--- config.mk ---
export PLATFORM = sky130hd
export DESIGN_NAME = lcd_bus_responder_flat
export DESIGN_NICKNAME = d
export VERILOG_FILES = /design/src/rtl/lcd_bus_responder_if.sv /design/src/rtl/lcd_bus_responder.sv /design/src/flat_wrapper.sv
export SDC_FILE = /design/constraint.sdc
export NUM_CORES = 1
export LEC_CHECK = 0
export CAP_MARGIN = 25
export CELL_PAD_IN_SITES_DETAIL_PLACEMENT = 1
export CELL_PAD_IN_SITES_GLOBAL_PLACEMENT = 2
export CORE_ASPECT_RATIO = 1.5
export CORE_MARGIN = 2
export CORE_UTILIZATION = 47
export CTS_BUF_LIST = sky130_fd_sc_hd__clkbuf_4 sky130_fd_sc_hd__clkbuf_8 sky130_fd_sc_hd__clkbuf_16
export DETAILED_ROUTE_END_ITERATION = 12
export GPL_ROUTABILITY_DRIVEN = 1
export PLACE_DENSITY = 0.86
export SYNTH_ARGS = -nofsm -noshare
export SYNTH_HDL_FRONTEND = slang
export SYNTH_SLANG_ARGS = --single-unit
--- constraint.sdc ---
create_clock -name CLOCK_50MHZ -period 3.92 [get_ports CLOCK_50MHZ]
set_input_delay 0.588 -clock CLOCK_50MHZ [delete_from_list [all_inputs] [get_ports CLOCK_50MHZ]]
set_output_delay 0.588 -clock CLOCK_50MHZ [all_outputs]
set_load 0.005 [all_outputs]
--- src/rtl/lcd_bus_responder_if.sv ---
`default_nettype none
// ============================================================================
// lcd_bus_responder_if : HD44780 write bus plus responder status/read port
// Revision: 1.0
// ============================================================================
interface lcd_bus_responder_if;
   logic [7:0] LCD_DATA_BIT;
   logic       LCD_ENABLE;
   logic       LCD_REGISTER_SELECT;
   logic       LCD_READ_WRITE;
   logic       CHAR_VALID;
   logic [7:0] CHAR_DATA;
   logic [6:0] CHAR_ADDR;
   logic       CMD_VALID;
   logic [7:0] CMD_CODE;
   logic [6:0] RD_INDEX;
   logic [7:0] RD_DATA;
   logic [5:0] DISPLAY_OFFSET;
   logic       DISPLAY_ON;
   logic       BUSY;
   logic [3:0] ERR_FLAGS;
   logic [7:0] LED;

   modport master (
      output LCD_DATA_BIT, LCD_ENABLE, LCD_REGISTER_SELECT, LCD_READ_WRITE, RD_INDEX,
      input  CHAR_VALID, CHAR_DATA, CHAR_ADDR, CMD_VALID, CMD_CODE, RD_DATA,
             DISPLAY_OFFSET, DISPLAY_ON, BUSY, ERR_FLAGS, LED
   );

   modport slave (
      input  LCD_DATA_BIT, LCD_ENABLE, LCD_REGISTER_SELECT, LCD_READ_WRITE, RD_INDEX,
      output CHAR_VALID, CHAR_DATA, CHAR_ADDR, CMD_VALID, CMD_CODE, RD_DATA,
             DISPLAY_OFFSET, DISPLAY_ON, BUSY, ERR_FLAGS, LED
   );
endinterface
`default_nettype wire

--- src/rtl/lcd_bus_responder.sv ---
`default_nettype none
// ============================================================================
// lcd_bus_responder : passive HD44780 model that decodes writes into a shadow
// DDRAM, tracks cursor/shift state and reports protocol errors.
// Revision: 1.0
// ============================================================================
module lcd_bus_responder #(
   parameter int E_MIN_HIGH = 10,
   parameter int CMD_BUSY   = 1850,
   parameter int CLEAR_BUSY = 76000,
   parameter int LINE_LEN   = 40
) (
   input wire logic          CLOCK_50MHZ,
   input wire logic          BUTTON_SOUTH,
   lcd_bus_responder_if.slave bus
);
   localparam int         c_FILL_LEN   = 2 * LINE_LEN;
   localparam int         c_BUSY_MAX   = (CLEAR_BUSY > CMD_BUSY) ? CLEAR_BUSY : CMD_BUSY;
   localparam int         c_BUSY_W     = $clog2(c_BUSY_MAX + 1);
   localparam logic [5:0] c_LAST_COL   = 6'(LINE_LEN - 1);
   localparam logic [1:0] c_ST_IDLE    = 2'd0;
   localparam logic [1:0] c_ST_FILL    = 2'd1;
   localparam logic [1:0] c_ST_CLRWAIT = 2'd2;

   function automatic logic [6:0] addr_step(input logic [6:0] a, input logic up);
      logic [6:0] r;
      if (up) begin
         if (a == {1'b0, c_LAST_COL})      r = 7'h40;
         else if (a == {1'b1, c_LAST_COL}) r = 7'h00;
         else                              r = a + 7'd1;
      end else begin
         if (a == 7'h00)      r = {1'b1, c_LAST_COL};
         else if (a == 7'h40) r = {1'b0, c_LAST_COL};
         else                 r = a - 7'd1;
      end
      return r;
   endfunction

   function automatic logic [5:0] offset_step(input logic [5:0] o, input logic up);
      logic [5:0] r;
      if (up) r = (o == c_LAST_COL) ? 6'd0 : o + 6'd1;
      else    r = (o == 6'd0) ? c_LAST_COL : o - 6'd1;
      return r;
   endfunction

   function automatic logic [6:0] shadow_index(input logic [6:0] a);
      return a[6] ? (7'(LINE_LEN) + {1'b0, a[5:0]}) : {1'b0, a[5:0]};
   endfunction

   logic [7:0]          data_s1_q, data_s2_q;
   logic                e_s1_q, e_s2_q, e_prev_q;
   logic                rs_s1_q, rs_s2_q, rw_s1_q, rw_s2_q;
   logic [15:0]         e_cnt_q, e_cnt_d;
   logic                stb_q, stb_d, stb_rs_q, stb_rs_d;
   logic [7:0]          stb_byte_q, stb_byte_d;
   logic [6:0]          addr_q, addr_d;
   logic                id_q, id_d, s_q, s_d;
   logic [5:0]          offset_q, offset_d;
   logic                disp_on_q, disp_on_d;
   logic [1:0]          state_q, state_d;
   logic [6:0]          fill_idx_q, fill_idx_d;
   logic [c_BUSY_W-1:0] busy_cnt_q, busy_cnt_d;
   logic                busy_start_q, busy_start_d;
   logic                char_valid_q, char_valid_d, cmd_valid_q, cmd_valid_d;
   logic [7:0]          char_data_q, char_data_d, cmd_code_q, cmd_code_d;
   logic [6:0]          char_addr_q, char_addr_d;
   logic [3:0]          err_q, err_d;
   logic                char_seen_q, char_seen_d, cmd_seen_q, cmd_seen_d;
   logic [7:0]          led_q, led_d, rd_data_q, rd_data_d;

   logic [7:0]          shadow_mem [c_FILL_LEN];
   logic                w_e_fall, w_busy, w_busy_any, w_wr_en;
   logic [6:0]          w_wr_idx;
   logic [7:0]          w_wr_data;

   assign w_e_fall   = e_prev_q & ~e_s2_q;
   assign w_busy     = (state_q != c_ST_IDLE) || (busy_cnt_q != '0);
   // A strobe accepted in the previous two cycles has not raised BUSY yet.
   assign w_busy_any = w_busy | busy_start_q | stb_q;

   always_comb begin
      e_cnt_d      = e_s2_q ? ((e_cnt_q == 16'hFFFF) ? e_cnt_q : e_cnt_q + 16'd1) : 16'd0;
      stb_d        = 1'b0;
      stb_rs_d     = stb_rs_q;
      stb_byte_d   = stb_byte_q;
      addr_d       = addr_q;
      id_d         = id_q;
      s_d          = s_q;
      offset_d     = offset_q;
      disp_on_d    = disp_on_q;
      state_d      = state_q;
      fill_idx_d   = fill_idx_q;
      busy_cnt_d   = busy_cnt_q;
      busy_start_d = 1'b0;
      char_valid_d = 1'b0;
      cmd_valid_d  = 1'b0;
      char_data_d  = char_data_q;
      char_addr_d  = char_addr_q;
      cmd_code_d   = cmd_code_q;
      err_d        = err_q;
      char_seen_d  = char_seen_q | char_valid_q;
      cmd_seen_d   = cmd_seen_q | cmd_valid_q;
      w_wr_en      = 1'b0;
      w_wr_idx     = 7'd0;
      w_wr_data    = 8'h00;

      if (w_e_fall) begin
         if (e_cnt_q < 16'(E_MIN_HIGH)) err_d[0] = 1'b1;
         else if (rw_s2_q)              err_d[3] = 1'b1;
         else if (w_busy_any)           err_d[1] = 1'b1;
         else begin
            stb_d      = 1'b1;
            stb_rs_d   = rs_s2_q;
            stb_byte_d = data_s2_q;
         end
      end

      case (state_q)
         c_ST_IDLE: begin
            if (busy_start_q)            busy_cnt_d = c_BUSY_W'(CMD_BUSY);
            else if (busy_cnt_q != '0)   busy_cnt_d = busy_cnt_q - c_BUSY_W'(1);
         end
         c_ST_FILL: begin
            w_wr_en   = 1'b1;
            w_wr_idx  = fill_idx_q;
            w_wr_data = 8'h20;
            if (fill_idx_q == 7'(c_FILL_LEN - 1)) begin
               state_d    = c_ST_CLRWAIT;
               busy_cnt_d = c_BUSY_W'(CLEAR_BUSY - 1);
            end else begin
               fill_idx_d = fill_idx_q + 7'd1;
            end
         end
         c_ST_CLRWAIT: begin
            if (busy_cnt_q == '0) state_d = c_ST_IDLE;
            else                  busy_cnt_d = busy_cnt_q - c_BUSY_W'(1);
         end
         default: state_d = c_ST_IDLE;
      endcase

      if (stb_q) begin
         busy_start_d = 1'b1;
         if (stb_rs_q) begin
            char_valid_d = 1'b1;
            char_data_d  = stb_byte_q;
            char_addr_d  = addr_q;
            w_wr_en      = 1'b1;
            w_wr_idx     = shadow_index(addr_q);
            w_wr_data    = stb_byte_q;
            addr_d       = addr_step(addr_q, id_q);
            if (s_q) offset_d = offset_step(offset_q, id_q);
         end else begin
            cmd_valid_d = 1'b1;
            cmd_code_d  = stb_byte_q;
            casez (stb_byte_q)
               8'b1???????: begin
                  if (stb_byte_q[5:0] > c_LAST_COL) err_d[2] = 1'b1;
                  else                              addr_d   = stb_byte_q[6:0];
               end
               8'b01??????, 8'b001?????: begin
               end
               8'b0001????: begin
                  if (stb_byte_q[3]) offset_d = offset_step(offset_q, ~stb_byte_q[2]);
                  else               addr_d   = addr_step(addr_q, stb_byte_q[2]);
               end
               8'b00001???: disp_on_d = stb_byte_q[2];
               8'b000001??: begin
                  id_d = stb_byte_q[1];
                  s_d  = stb_byte_q[0];
               end
               8'b0000001?: begin
                  addr_d   = 7'd0;
                  offset_d = 6'd0;
               end
               8'b00000001: begin
                  addr_d       = 7'd0;
                  offset_d     = 6'd0;
                  id_d         = 1'b1;
                  state_d      = c_ST_FILL;
                  fill_idx_d   = 7'd0;
                  busy_start_d = 1'b0;
               end
               default: begin
               end
            endcase
         end
      end

      rd_data_d = (bus.RD_INDEX < 7'(c_FILL_LEN)) ? shadow_mem[bus.RD_INDEX] : 8'h00;
      led_d     = {err_q, w_busy, disp_on_q, char_seen_q, cmd_seen_q};
   end

   always_ff @(posedge CLOCK_50MHZ) begin
      if (BUTTON_SOUTH) begin
         data_s1_q <= 8'h00;  data_s2_q <= 8'h00;
         e_s1_q    <= 1'b0;   e_s2_q    <= 1'b0;   e_prev_q <= 1'b0;
         rs_s1_q   <= 1'b0;   rs_s2_q   <= 1'b0;
         rw_s1_q   <= 1'b0;   rw_s2_q   <= 1'b0;
         e_cnt_q   <= 16'd0;
         stb_q     <= 1'b0;   stb_rs_q  <= 1'b0;   stb_byte_q <= 8'h00;
         addr_q    <= 7'd0;   id_q      <= 1'b1;   s_q        <= 1'b0;
         offset_q  <= 6'd0;   disp_on_q <= 1'b0;
         state_q   <= c_ST_IDLE;
         fill_idx_q   <= 7'd0;
         busy_cnt_q   <= '0;
         busy_start_q <= 1'b0;
         char_valid_q <= 1'b0; char_data_q <= 8'h00; char_addr_q <= 7'd0;
         cmd_valid_q  <= 1'b0; cmd_code_q  <= 8'h00;
         err_q        <= 4'd0;
         char_seen_q  <= 1'b0; cmd_seen_q  <= 1'b0;
         led_q        <= 8'h00; rd_data_q  <= 8'h00;
      end else begin
         data_s1_q <= bus.LCD_DATA_BIT;        data_s2_q <= data_s1_q;
         e_s1_q    <= bus.LCD_ENABLE;          e_s2_q    <= e_s1_q;   e_prev_q <= e_s2_q;
         rs_s1_q   <= bus.LCD_REGISTER_SELECT; rs_s2_q   <= rs_s1_q;
         rw_s1_q   <= bus.LCD_READ_WRITE;      rw_s2_q   <= rw_s1_q;
         e_cnt_q   <= e_cnt_d;
         stb_q     <= stb_d;   stb_rs_q  <= stb_rs_d;  stb_byte_q <= stb_byte_d;
         addr_q    <= addr_d;  id_q      <= id_d;      s_q        <= s_d;
         offset_q  <= offset_d; disp_on_q <= disp_on_d;
         state_q   <= state_d;
         fill_idx_q   <= fill_idx_d;
         busy_cnt_q   <= busy_cnt_d;
         busy_start_q <= busy_start_d;
         char_valid_q <= char_valid_d; char_data_q <= char_data_d; char_addr_q <= char_addr_d;
         cmd_valid_q  <= cmd_valid_d;  cmd_code_q  <= cmd_code_d;
         err_q        <= err_d;
         char_seen_q  <= char_seen_d;  cmd_seen_q  <= cmd_seen_d;
         led_q        <= led_d;        rd_data_q   <= rd_data_d;
      end
   end

   // Shadow contents are deliberately not reset; only a clear defines them.
   always_ff @(posedge CLOCK_50MHZ) begin
      if (w_wr_en && !BUTTON_SOUTH) shadow_mem[w_wr_idx] <= w_wr_data;
   end

   assign bus.CHAR_VALID     = char_valid_q;
   assign bus.CHAR_DATA      = char_data_q;
   assign bus.CHAR_ADDR      = char_addr_q;
   assign bus.CMD_VALID      = cmd_valid_q;
   assign bus.CMD_CODE       = cmd_code_q;
   assign bus.RD_DATA        = rd_data_q;
   assign bus.DISPLAY_OFFSET = offset_q;
   assign bus.DISPLAY_ON     = disp_on_q;
   assign bus.BUSY           = w_busy;
   assign bus.ERR_FLAGS      = err_q;
   assign bus.LED            = led_q;
endmodule
`default_nettype wire
--- src/flat_wrapper.sv ---
// flat-port wrapper written by rule: the top's interface ports become plain ports
module lcd_bus_responder_flat 
#(
   parameter int E_MIN_HIGH = 10,
   parameter int CMD_BUSY   = 1850,
   parameter int CLEAR_BUSY = 76000,
   parameter int LINE_LEN   = 40
)
  (CLOCK_50MHZ, BUTTON_SOUTH, bus_LCD_DATA_BIT, bus_LCD_ENABLE, bus_LCD_REGISTER_SELECT, bus_LCD_READ_WRITE, bus_RD_INDEX, bus_CHAR_VALID, bus_CHAR_DATA, bus_CHAR_ADDR, bus_CMD_VALID, bus_CMD_CODE, bus_RD_DATA, bus_DISPLAY_OFFSET, bus_DISPLAY_ON, bus_BUSY, bus_ERR_FLAGS, bus_LED);
  lcd_bus_responder_if bus_i ();
  input wire logic CLOCK_50MHZ;
  input wire logic BUTTON_SOUTH;
  input wire logic [$bits(bus_i.LCD_DATA_BIT)-1:0] bus_LCD_DATA_BIT;
  input wire logic [$bits(bus_i.LCD_ENABLE)-1:0] bus_LCD_ENABLE;
  input wire logic [$bits(bus_i.LCD_REGISTER_SELECT)-1:0] bus_LCD_REGISTER_SELECT;
  input wire logic [$bits(bus_i.LCD_READ_WRITE)-1:0] bus_LCD_READ_WRITE;
  input wire logic [$bits(bus_i.RD_INDEX)-1:0] bus_RD_INDEX;
  output wire logic [$bits(bus_i.CHAR_VALID)-1:0] bus_CHAR_VALID;
  output wire logic [$bits(bus_i.CHAR_DATA)-1:0] bus_CHAR_DATA;
  output wire logic [$bits(bus_i.CHAR_ADDR)-1:0] bus_CHAR_ADDR;
  output wire logic [$bits(bus_i.CMD_VALID)-1:0] bus_CMD_VALID;
  output wire logic [$bits(bus_i.CMD_CODE)-1:0] bus_CMD_CODE;
  output wire logic [$bits(bus_i.RD_DATA)-1:0] bus_RD_DATA;
  output wire logic [$bits(bus_i.DISPLAY_OFFSET)-1:0] bus_DISPLAY_OFFSET;
  output wire logic [$bits(bus_i.DISPLAY_ON)-1:0] bus_DISPLAY_ON;
  output wire logic [$bits(bus_i.BUSY)-1:0] bus_BUSY;
  output wire logic [$bits(bus_i.ERR_FLAGS)-1:0] bus_ERR_FLAGS;
  output wire logic [$bits(bus_i.LED)-1:0] bus_LED;
  assign bus_i.LCD_DATA_BIT = bus_LCD_DATA_BIT;
  assign bus_i.LCD_ENABLE = bus_LCD_ENABLE;
  assign bus_i.LCD_REGISTER_SELECT = bus_LCD_REGISTER_SELECT;
  assign bus_i.LCD_READ_WRITE = bus_LCD_READ_WRITE;
  assign bus_i.RD_INDEX = bus_RD_INDEX;
  assign bus_CHAR_VALID = bus_i.CHAR_VALID;
  assign bus_CHAR_DATA = bus_i.CHAR_DATA;
  assign bus_CHAR_ADDR = bus_i.CHAR_ADDR;
  assign bus_CMD_VALID = bus_i.CMD_VALID;
  assign bus_CMD_CODE = bus_i.CMD_CODE;
  assign bus_RD_DATA = bus_i.RD_DATA;
  assign bus_DISPLAY_OFFSET = bus_i.DISPLAY_OFFSET;
  assign bus_DISPLAY_ON = bus_i.DISPLAY_ON;
  assign bus_BUSY = bus_i.BUSY;
  assign bus_ERR_FLAGS = bus_i.ERR_FLAGS;
  assign bus_LED = bus_i.LED;
  lcd_bus_responder #(.E_MIN_HIGH(E_MIN_HIGH), .CMD_BUSY(CMD_BUSY), .CLEAR_BUSY(CLEAR_BUSY), .LINE_LEN(LINE_LEN)) u_core (.CLOCK_50MHZ(CLOCK_50MHZ), .BUTTON_SOUTH(BUTTON_SOUTH), .bus(bus_i));
endmodule
==> PnR_summary.wiki, run 1 <==
=== Synthesis and place and route ===
{| class="wikitable"
! Metric !! Value
|-
| Number of maximum-capacitance violations || 0
|-
| Total standard cell area after synthesis || 0.0317 sq mm
|-
| Clock network power || 0.00727 W
|-
| Area fraction in compound gates after synthesis || 0.0625
|-
| Synthesis Warnings || 0
|-
| Vias per cell || 6.04
|-
| Post-CTS setup buffers || 0
|-
| Area-dominant cell class after layout || flip-flops and latches
|-
| Run status || finished, final reports clean
|-
| Maximum number of pins on one net before global-route repair || 81
|-
| WP data arrival || 2.82 ns
|-
| Sw Pwr || 0.00397 W
|-
| Die Span X || 216 um
|-
| Reg2reg setup slack || 0.58 ns
|-
| Area share of buffers outside the clock network || 0.0482
|-
| Internal power consumption || 0.0136 W
|-
| Total sequential power || 0.00904 W
|-
| Hold Crit Depth || 2
|-
| Net total in the final layout || 2167
|-
| Cell area power density || 483 mW/mm^2
|-
| Overall global routing resource usage || 0.251
|-
| Worst min-delay path class || in2reg
|-
| Area taken by flip-flops and latches || 0.0220 sq mm
|-
| End of the worst register-to-register path || u_core.shadow_mem[66][1]
|-
| Yosys top cell area share || 0.607
|-
| PnR worst setup slack || 0.508 ns
|-
| Worst hold slack || 0.407 ns
|-
| Mux frac, synth || 0.128
|-
| Gate power share || 0.071
|-
| Fraction of synthesis flops using an asynchronous set or reset pin || 0
|-
| Die Size || 0.0695 sq mm
|-
| Clock tree from TritonCTS || done
|-
| Hold-critical path endpoint || u_core.bus.CHAR_ADDR[3]
|-
| PortBufs || 72
|-
| Setup CP Type || reg2out
|-
| Number of detailed-routing iterations run before antenna repair || 5
|-
| Fin Clk Skew || 0.0249 ns
|-
| Proportion of cell area occupied by multi-input gates || 0.246
|-
| Final HPWL from detailed placement || 57000 um
|-
| Most frequently placed logic cells in the final layout || 640 x sky130_fd_sc_hd__edfxtp_1, 145 x sky130_fd_sc_hd__nor2_1, 139 x sky130_fd_sc_hd__dfxtp_1, 136 x sky130_fd_sc_hd__mux4_2, 123 x sky130_fd_sc_hd__nand2_1
|-
| Number of DRC markers after the initial detailed-route iteration || 1376
|}
==> run 1: flip-flops by register name (all words and copies together) (netlist names), 4 cells and up <==
signal and flops:
u_core.addr_q 7, u_core.bus.CHAR_ADDR 7, u_core.bus.CHAR_DATA 8, u_core.bus.CMD_CODE 8
u_core.bus.DISPLAY_OFFSET 6, u_core.bus.ERR_FLAGS 4, u_core.bus.LED 8, u_core.bus.RD_DATA 8
u_core.busy_cnt_q 17, u_core.data_s1_q 8, u_core.data_s2_q 8, u_core.e_cnt_q 16
u_core.fill_idx_q 7, u_core.shadow_mem 640, u_core.stb_byte_q 8
==> run 1: per-layer routing <==
layer | share of wire | vias up
li1 | - | 8075
met1 | 0.36 | 9697
met2 | 0.55 | 583
met3 | 0.044 | 214
met4 | 0.047 | 0
met5 | 0 | -
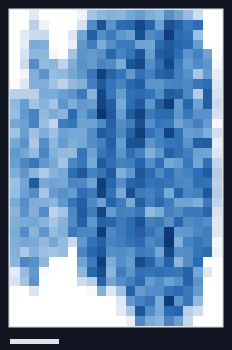
*Cell density map, run 1*
The bar under the picture is 50 um long. 22 x 32 tiles, from white (low) to dark blue (high), 0 to 100% covered.
emptiest ninth of the die = lower left
nearly empty tiles = 14%
mean over tiles = 51%
fullest tile = 98%
tiles over 75% full = 18%

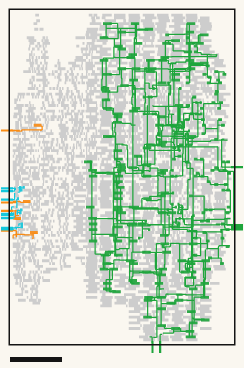
*Nets reached from selected ports, run 1*
The bar under the picture is 50 um long.
bus_RD_INDEX -> green  # bits 7, direction input, end cells 266, buffers 27, wire 6670 um
bus_ERR_FLAGS -> orange  # bits 4, direction output, end cells 4, buffers 4, wire 138 um
bus_LCD_DATA_BIT -> cyan  # bits 8, direction input, end cells 8, buffers 8, wire 92.4 um

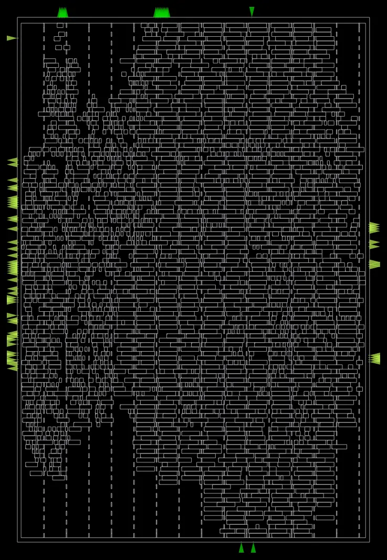
*Cell placement, run 1*
Core ar.: 0.0666 sq mm
tap cell count: 885
total of fill cells in the finished design: 6179
final cell count without fillers: 3076
seq_cells: 779

### Where the registers sit, run 1

The bar under the picture is 50 um long.
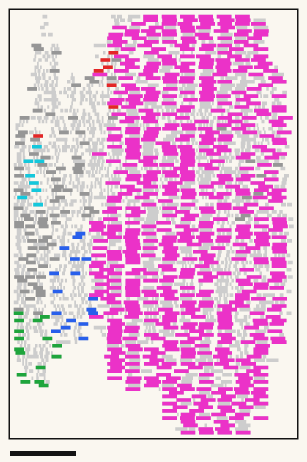

==> run 2: changes to the inputs <==
--- a/config.mk
+++ b/config.mk
@@ -9,12 +9,12 @@
 export CELL_PAD_IN_SITES_DETAIL_PLACEMENT = 1
 export CELL_PAD_IN_SITES_GLOBAL_PLACEMENT = 2
 export CORE_ASPECT_RATIO = 1.5
-export CORE_MARGIN = 2
+export CORE_MARGIN = 5
 export CORE_UTILIZATION = 47
 export CTS_BUF_LIST = sky130_fd_sc_hd__clkbuf_4 sky130_fd_sc_hd__clkbuf_8 sky130_fd_sc_hd__clkbuf_16
 export DETAILED_ROUTE_END_ITERATION = 12
 export GPL_ROUTABILITY_DRIVEN = 1
-export PLACE_DENSITY = 0.86
+export PLACE_DENSITY_LB_ADDON = 0.3
 export SYNTH_ARGS = -nofsm -noshare
 export SYNTH_HDL_FRONTEND = slang
 export SYNTH_SLANG_ARGS = --single-unit
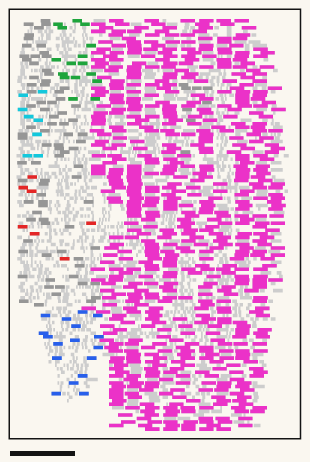
*Where the registers sit, run 2*
The bar under the picture is 50 um long.
u_core.busy_cnt_q -> blue  # flops 17, where lower left
u_core.e_cnt_q -> green  # flops 16, where upper left
u_core.bus.CMD_CODE -> cyan  # flops 8, where upper left
u_core.bus.CHAR_ADDR -> red  # flops 7, where middle left
u_core.shadow_mem -> magenta  # flops 640
total sequential power: 0.00904 W
area taken by flip-flops and latches: 0.0220 sq mm

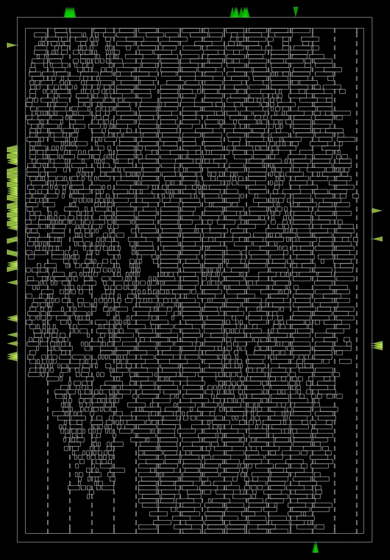
*Cell placement, run 2*
final cell count without fillers: 3070
total of fill cells in the finished design: 6310
flop share of the area: 0.609
Util after Layout: 0.541
number of rows in the core area: 116

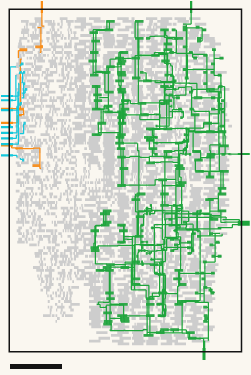
*Nets reached from selected ports, run 2*
The bar under the picture is 50 um long.
bus_LCD_DATA_BIT -> cyan  # bits 8, direction input, end cells 8, buffers 8, wire 299 um
bus_RD_INDEX -> green  # bits 7, direction input, end cells 266, buffers 23, wire 6620 um
bus_ERR_FLAGS -> orange  # bits 4, direction output, end cells 4, buffers 4, wire 207 um

==> PnR_summary.wiki, run 2 <==
=== Synthesis and place and route ===
{| class="wikitable"
! Metric !! Value
|-
| Post-CTS setup buffers || 0 (unchanged)
|-
| Number of logged tool warnings || 35
|-
| PnR worst setup slack || 0.393 ns (-0.115 ns)
|-
| Post-synthesis cell count from yosys || 1971
|-
| Number of DRC markers after the initial detailed-route iteration || 1301 (-5.5%)
|-
| Cell area power density || 471 mW/mm^2 (-2.4%)
|-
| Cell taking the most area after synthesis || sky130_fd_sc_hd__edfxtp_1
|-
| Hold-critical path endpoint || u_core.rs_s1_q
|-
| Signed area change from the synthesized netlist to the final layout || 14.2%
|-
| PortBufs || 72 (unchanged)
|-
| Total standard cell area after synthesis || 0.0317 sq mm (unchanged)
|-
| End of the worst register-to-register path || u_core.shadow_mem[78][0]
|-
| Area fraction in compound gates after synthesis || 0.0625 (unchanged)
|-
| Sum of met2 wire segment lengths after detailed routing || 43700 um (-6.9%)
|-
| Cell class contributing the biggest share of worst-path delay || simple AND/OR/NAND/NOR gates
|-
| Dpl cell area || 0.0339 sq mm
|-
| Fin Clk Skew || 0.0305 ns (+0.00556 ns)
|-
| Die Size || 0.0727 sq mm (+4.7%)
|-
| WP data arrival || 2.94 ns (+0.12 ns)
|-
| Core ar. || 0.0668 sq mm (+0.22%)
|-
| Reg2reg setup slack || 0.56 ns (-0.02 ns)
|-
| Static leakage || 13.3 nW
|-
| Most frequently placed logic cells in the final layout || 640 x sky130_fd_sc_hd__edfxtp_1, 145 x sky130_fd_sc_hd__nor2_1, 139 x sky130_fd_sc_hd__dfxtp_1, 136 x sky130_fd_sc_hd__mux4_2, 123 x sky130_fd_sc_hd__nand2_1
|-
| Fraction of synthesis flops using an asynchronous set or reset pin || 0 (unchanged)
|-
| Maximum number of pins on one net before global-route repair || 81 (unchanged)
|-
| Worst hold slack || 0.428 ns (+0.0212 ns)
|-
| Hold Crit Depth || 2 (unchanged)
|-
| Net total in the final layout || 2171 (+0.18%)
|-
| Setup CP Type || reg2out
|-
| Kind of end point of the critical path || output port
|-
| Final HPWL from detailed placement || 55800 um (-2.1%)
|-
| Worst min-delay path class || in2reg
|-
| Crit start category || flop
|-
| Worst Setup Slack post-DPL || 0.378 ns
|-
| Mux frac, synth || 0.128 (unchanged)
|-
| Top routing layer used || met4
|-
| Worst-case reg-to-reg path depth || 5
|-
| Synth flops || 779
|-
| Run status || finished, final reports clean
|-
| Clock tree from TritonCTS || done
|-
| Hold violation count in the final report || 0
|-
| Final Routed Wirelength || 82100 um
|-
| Met3 routed WL || 3780 um (+0.75%)
|-
| Top register by number of flip-flops || u_core.shadow_mem
|-
| Die Span X || 222 um (+2.8%)
|-
| Number of detailed-routing iterations run before antenna repair || 5 (unchanged)
|-
| Most common cell after layout, fill and taps aside || sky130_fd_sc_hd__edfxtp_1
|-
| Post-cts repair resize count || 0
|-
| Number of maximum-capacitance violations || 0 (unchanged)
|-
| Largest non-sequential cell family by area || multiplexers
|-
| M1 WL || 30900 um (-0.92%)
|-
| Yosys top cell area share || 0.607 (unchanged)
|-
| Post-synthesis adder-cell area fraction || 0.00632
|-
| Largest registers || u_core.shadow_mem x640, u_core.busy_cnt_q x17, u_core.e_cnt_q x16
|-
| Flip-flop count of the largest register after layout || 640 (unchanged)
|-
| Nets in the synthesized netlist || 2007
|-
| Clock latency reported for the late side of the worst-skew pair || 0.62 ns
|-
| Simple-Gate Fraction of Synth Area || 0.0785
|-
| Synthesized-area fraction occupied by xor and xnor cells || 0.00664
|-
| Drt drc || 0
|-
| Vias per cell || 5.90 (-2.2%)
|-
| Synthesis Warnings || 0 (unchanged)
|-
| Overall global routing resource usage || 0.225 (-0.0256)
|-
| Setup tns final || 0 ns
|-
| Post-synthesis chip area from yosys || 0.0317 sq mm
|}
run 2: cell types whose count changed in the layout (fill, tap and decap cells not counted), moves of 2 or more:
cell	before	now
sky130_fd_sc_hd__clkinvlp_4	4	1
sky130_fd_sc_hd__clkbuf_8	7	5
sky130_fd_sc_hd__bufinv_16	7	2
sky130_fd_sc_hd__clkinv_2	8	6
sky130_fd_sc_hd__buf_4	111	121
sky130_fd_sc_hd__buf_12	11	5
run 2: where the power goes:
part	total [W]	switching [W]	internal, W
Sequential	0.00904	0.000126	0.00892
Clock	0.00675	0.00298	0.00377
Combinational	0.00124	0.000732	0.000506
run 2: final cells by class:
type,count,area (sq um)
sequential,779,22000
fill,6310,30600
clock buffer,91,2020
clock inverter,32,223
multi-input combinational,1051,8940
timing repair buffer,197,1720
inverter,35,131
tap,885,1110
### Floorplan with the power grid, run 2

The bar under the picture is 50 um long. Pins as bars on the die edge. Tap cells in grey.
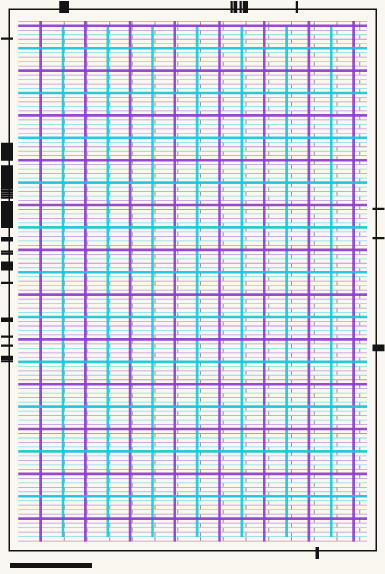

==> run 3: changes to the inputs <==
--- a/config.mk
+++ b/config.mk
@@ -6,12 +6,10 @@
 export NUM_CORES = 1
 export LEC_CHECK = 0
 export CAP_MARGIN = 25
-export CELL_PAD_IN_SITES_DETAIL_PLACEMENT = 1
-export CELL_PAD_IN_SITES_GLOBAL_PLACEMENT = 2
 export CORE_ASPECT_RATIO = 1.5
 export CORE_MARGIN = 5
-export CORE_UTILIZATION = 47
-export CTS_BUF_LIST = sky130_fd_sc_hd__clkbuf_4 sky130_fd_sc_hd__clkbuf_8 sky130_fd_sc_hd__clkbuf_16
+export CORE_UTILIZATION = 41
+export CTS_BUF_LIST = sky130_fd_sc_hd__clkbuf_2 sky130_fd_sc_hd__clkbuf_4 sky130_fd_sc_hd__clkbuf_8
 export DETAILED_ROUTE_END_ITERATION = 12
 export GPL_ROUTABILITY_DRIVEN = 1
 export PLACE_DENSITY_LB_ADDON = 0.3
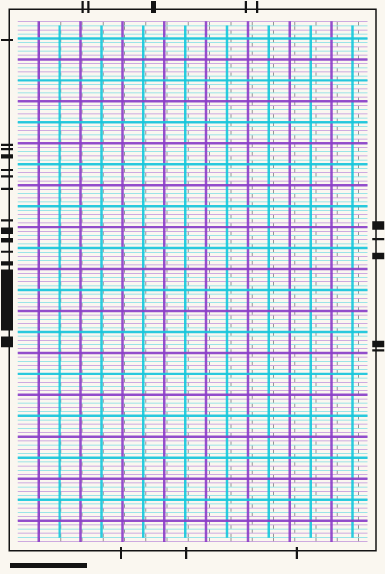
*Floorplan with the power grid, run 3*
The bar under the picture is 50 um long. Pins as bars on the die edge. Tap cells in grey.
VDD -> cyan
VSS -> purple
met1 rails = 125
met4 straps = 16
rows = 124
met5 straps = 24

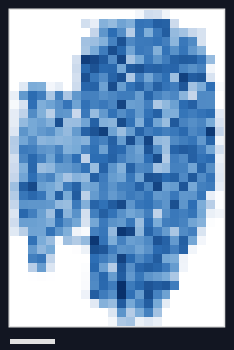
*Cell density map, run 3*
The bar under the picture is 50 um long. 24 x 35 tiles, from white (low) to dark blue (high), 0 to 100% covered.
densest ninth of the die = centre
mean over tiles = 43%
tiles over 75% full = 16%
fullest tile = 100%
nearly empty tiles = 26%

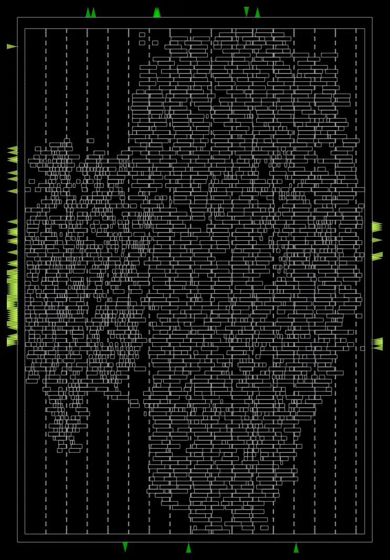
*Cell placement, run 3*
Core ar.: 0.0765 sq mm
total of fill cells in the finished design: 6482
flop share of the area: 0.603
number of rows in the core area: 124

==> PnR_summary.wiki, run 3 <==
=== Synthesis and place and route ===
{| class="wikitable"
! Metric !! Value
|-
| Number of detailed-routing iterations run before antenna repair || 5 (unchanged)
|-
| Final HPWL from detailed placement || 51400 um (-7.9%)
|-
| Internal power consumption || 0.0132 W (-0.32%)
|-
| Fraction of synthesis flops using an asynchronous set or reset pin || 0 (unchanged)
|-
| Most frequently placed logic cells in the final layout || 640 x sky130_fd_sc_hd__edfxtp_1, 145 x sky130_fd_sc_hd__nor2_1, 139 x sky130_fd_sc_hd__dfxtp_1, 136 x sky130_fd_sc_hd__mux4_2, 123 x sky130_fd_sc_hd__nand2_1
|-
| Cell taking the most area after synthesis || sky130_fd_sc_hd__edfxtp_1
|-
| Post-CTS setup buffers || 0 (unchanged)
|-
| Power dissipated in combinational cells || 0.00120 W (-3%)
|-
| Power share of the clock group || 0.400 (+0.004)
|-
| Number of logged tool warnings || 35 (unchanged)
|-
| Top register by number of flip-flops || u_core.shadow_mem
|-
| Drt drc || 0 (unchanged)
|-
| Gate power share || 0.070 (-0.003)
|-
| Switching portion of total power || 0.228 (+0.00325)
|-
| Tap cell count || 1008 (+14%)
|-
| Most common cell after layout, fill and taps aside || sky130_fd_sc_hd__edfxtp_1
|-
| Clock distribution area overhead in the final layout || 0.0655 (+0.00352)
|-
| Seq_cells || 779 (unchanged)
|-
| M1 WL || 29100 um (-5.8%)
|-
| Non-clock buffer total of the final layout || 195 (-1.0%)
|-
| Vias per cell || 5.58 (-5.5%)
|-
| Run status || finished, final reports clean
|-
| PortBufs || 72 (unchanged)
|-
| Mux frac, synth || 0.128 (unchanged)
|-
| Largest registers || u_core.shadow_mem x640, u_core.busy_cnt_q x17, u_core.e_cnt_q x16
|-
| Sum of met2 wire segment lengths after detailed routing || 42400 um (-3.0%)
|-
| Top power group || registers
|-
| Hold violation count in the final report || 0 (unchanged)
|-
| Post-synthesis adder-cell area fraction || 0.00632 (unchanged)
|-
| Util after Layout || 0.477 (-0.0640)
|-
| Synthesized-area fraction occupied by xor and xnor cells || 0.00664 (unchanged)
|-
| Clock network power || 0.00681 W (+0.9%)
|-
| Dpl cell area || 0.0341 sq mm (+0.65%)
|-
| Die Span X || 237 um (+6.7%)
|-
| Share of total power in sequential cells || 0.530 (about the same)
|-
| Worst min-delay path class || in2reg
|-
| Signed area change from the synthesized netlist to the final layout || 15.3%
|-
| Die Size || 0.0830 sq mm (+14%)
|-
| Largest non-sequential cell family by area || multiplexers
|-
| Inverters || 35 (unchanged)
|-
| Area fraction in compound gates after synthesis || 0.0625 (unchanged)
|-
| Clock tree from TritonCTS || done
|-
| Final-layout clock buffer total || 146 (+60%)
|-
| Overall global routing resource usage || 0.185 (-0.0404)
|-
| Cell class contributing the biggest share of worst-path delay || simple AND/OR/NAND/NOR gates
|-
| Worst Setup Slack post-DPL || 0.640 ns (+0.262 ns)
|-
| Nets in the synthesized netlist || 2007 (unchanged)
|-
| Yosys top cell area share || 0.607 (unchanged)
|-
| Top routing layer used || met4
|-
| Fin Clk Skew || 0.0548 ns (+0.0243 ns)
|-
| Number of DRC markers after the initial detailed-route iteration || 1305 (+0.31%)
|-
| Area-dominant cell class after layout || flip-flops and latches
|-
| Post-synthesis chip area from yosys || 0.0317 sq mm (unchanged)
|-
| Post-synthesis cell count from yosys || 1971 (unchanged)
|-
| Post-cts repair resize count || 0 (unchanged)
|-
| WP data arrival || 2.98 ns (+0.04 ns)
|-
| Area share of buffers outside the clock network || 0.0487 (+0.00116)
|-
| Proportion of cell area occupied by multi-input gates || 0.245 (-0.00247)
|-
| Total sequential power || 0.00904 W (about the same)
|}
run 3: cell types whose count changed in the layout (fill, tap and decap cells not counted), sizes merged:
cell,change
bufinv,+8
buf,-1
inv,+1
diode,+1
clkinv,+16
clkinvlp,-1
clkbuf,+54
run 3: final timing paths:
kind,startpoint,to,slack [ns],cells after the start
worst max-delay path,u_core.busy_cnt_q[6],bus_BUSY,0.35,5
worst min-delay path,BUTTON_SOUTH,u_core.bus.CHAR_ADDR[0],0.17,2
worst max register to register,u_core.addr_q[3],u_core.shadow_mem[64][0],0.69,7
worst min register to register,u_core.data_s1_q[5],u_core.data_s2_q[5],0.43,1
run 3: worst reg2reg max path, delay by kind of cell, from the launching register on:
family,cells,cell delay (ns)
and+or+nand+nor,3,1.38
adders and majority gates,1,0.33
buffers and inverters,1,0.21
DFF,1,0.56
muxes,2,0.34
Power figures rest on the tool's default switching activity, not on a simulated workload.
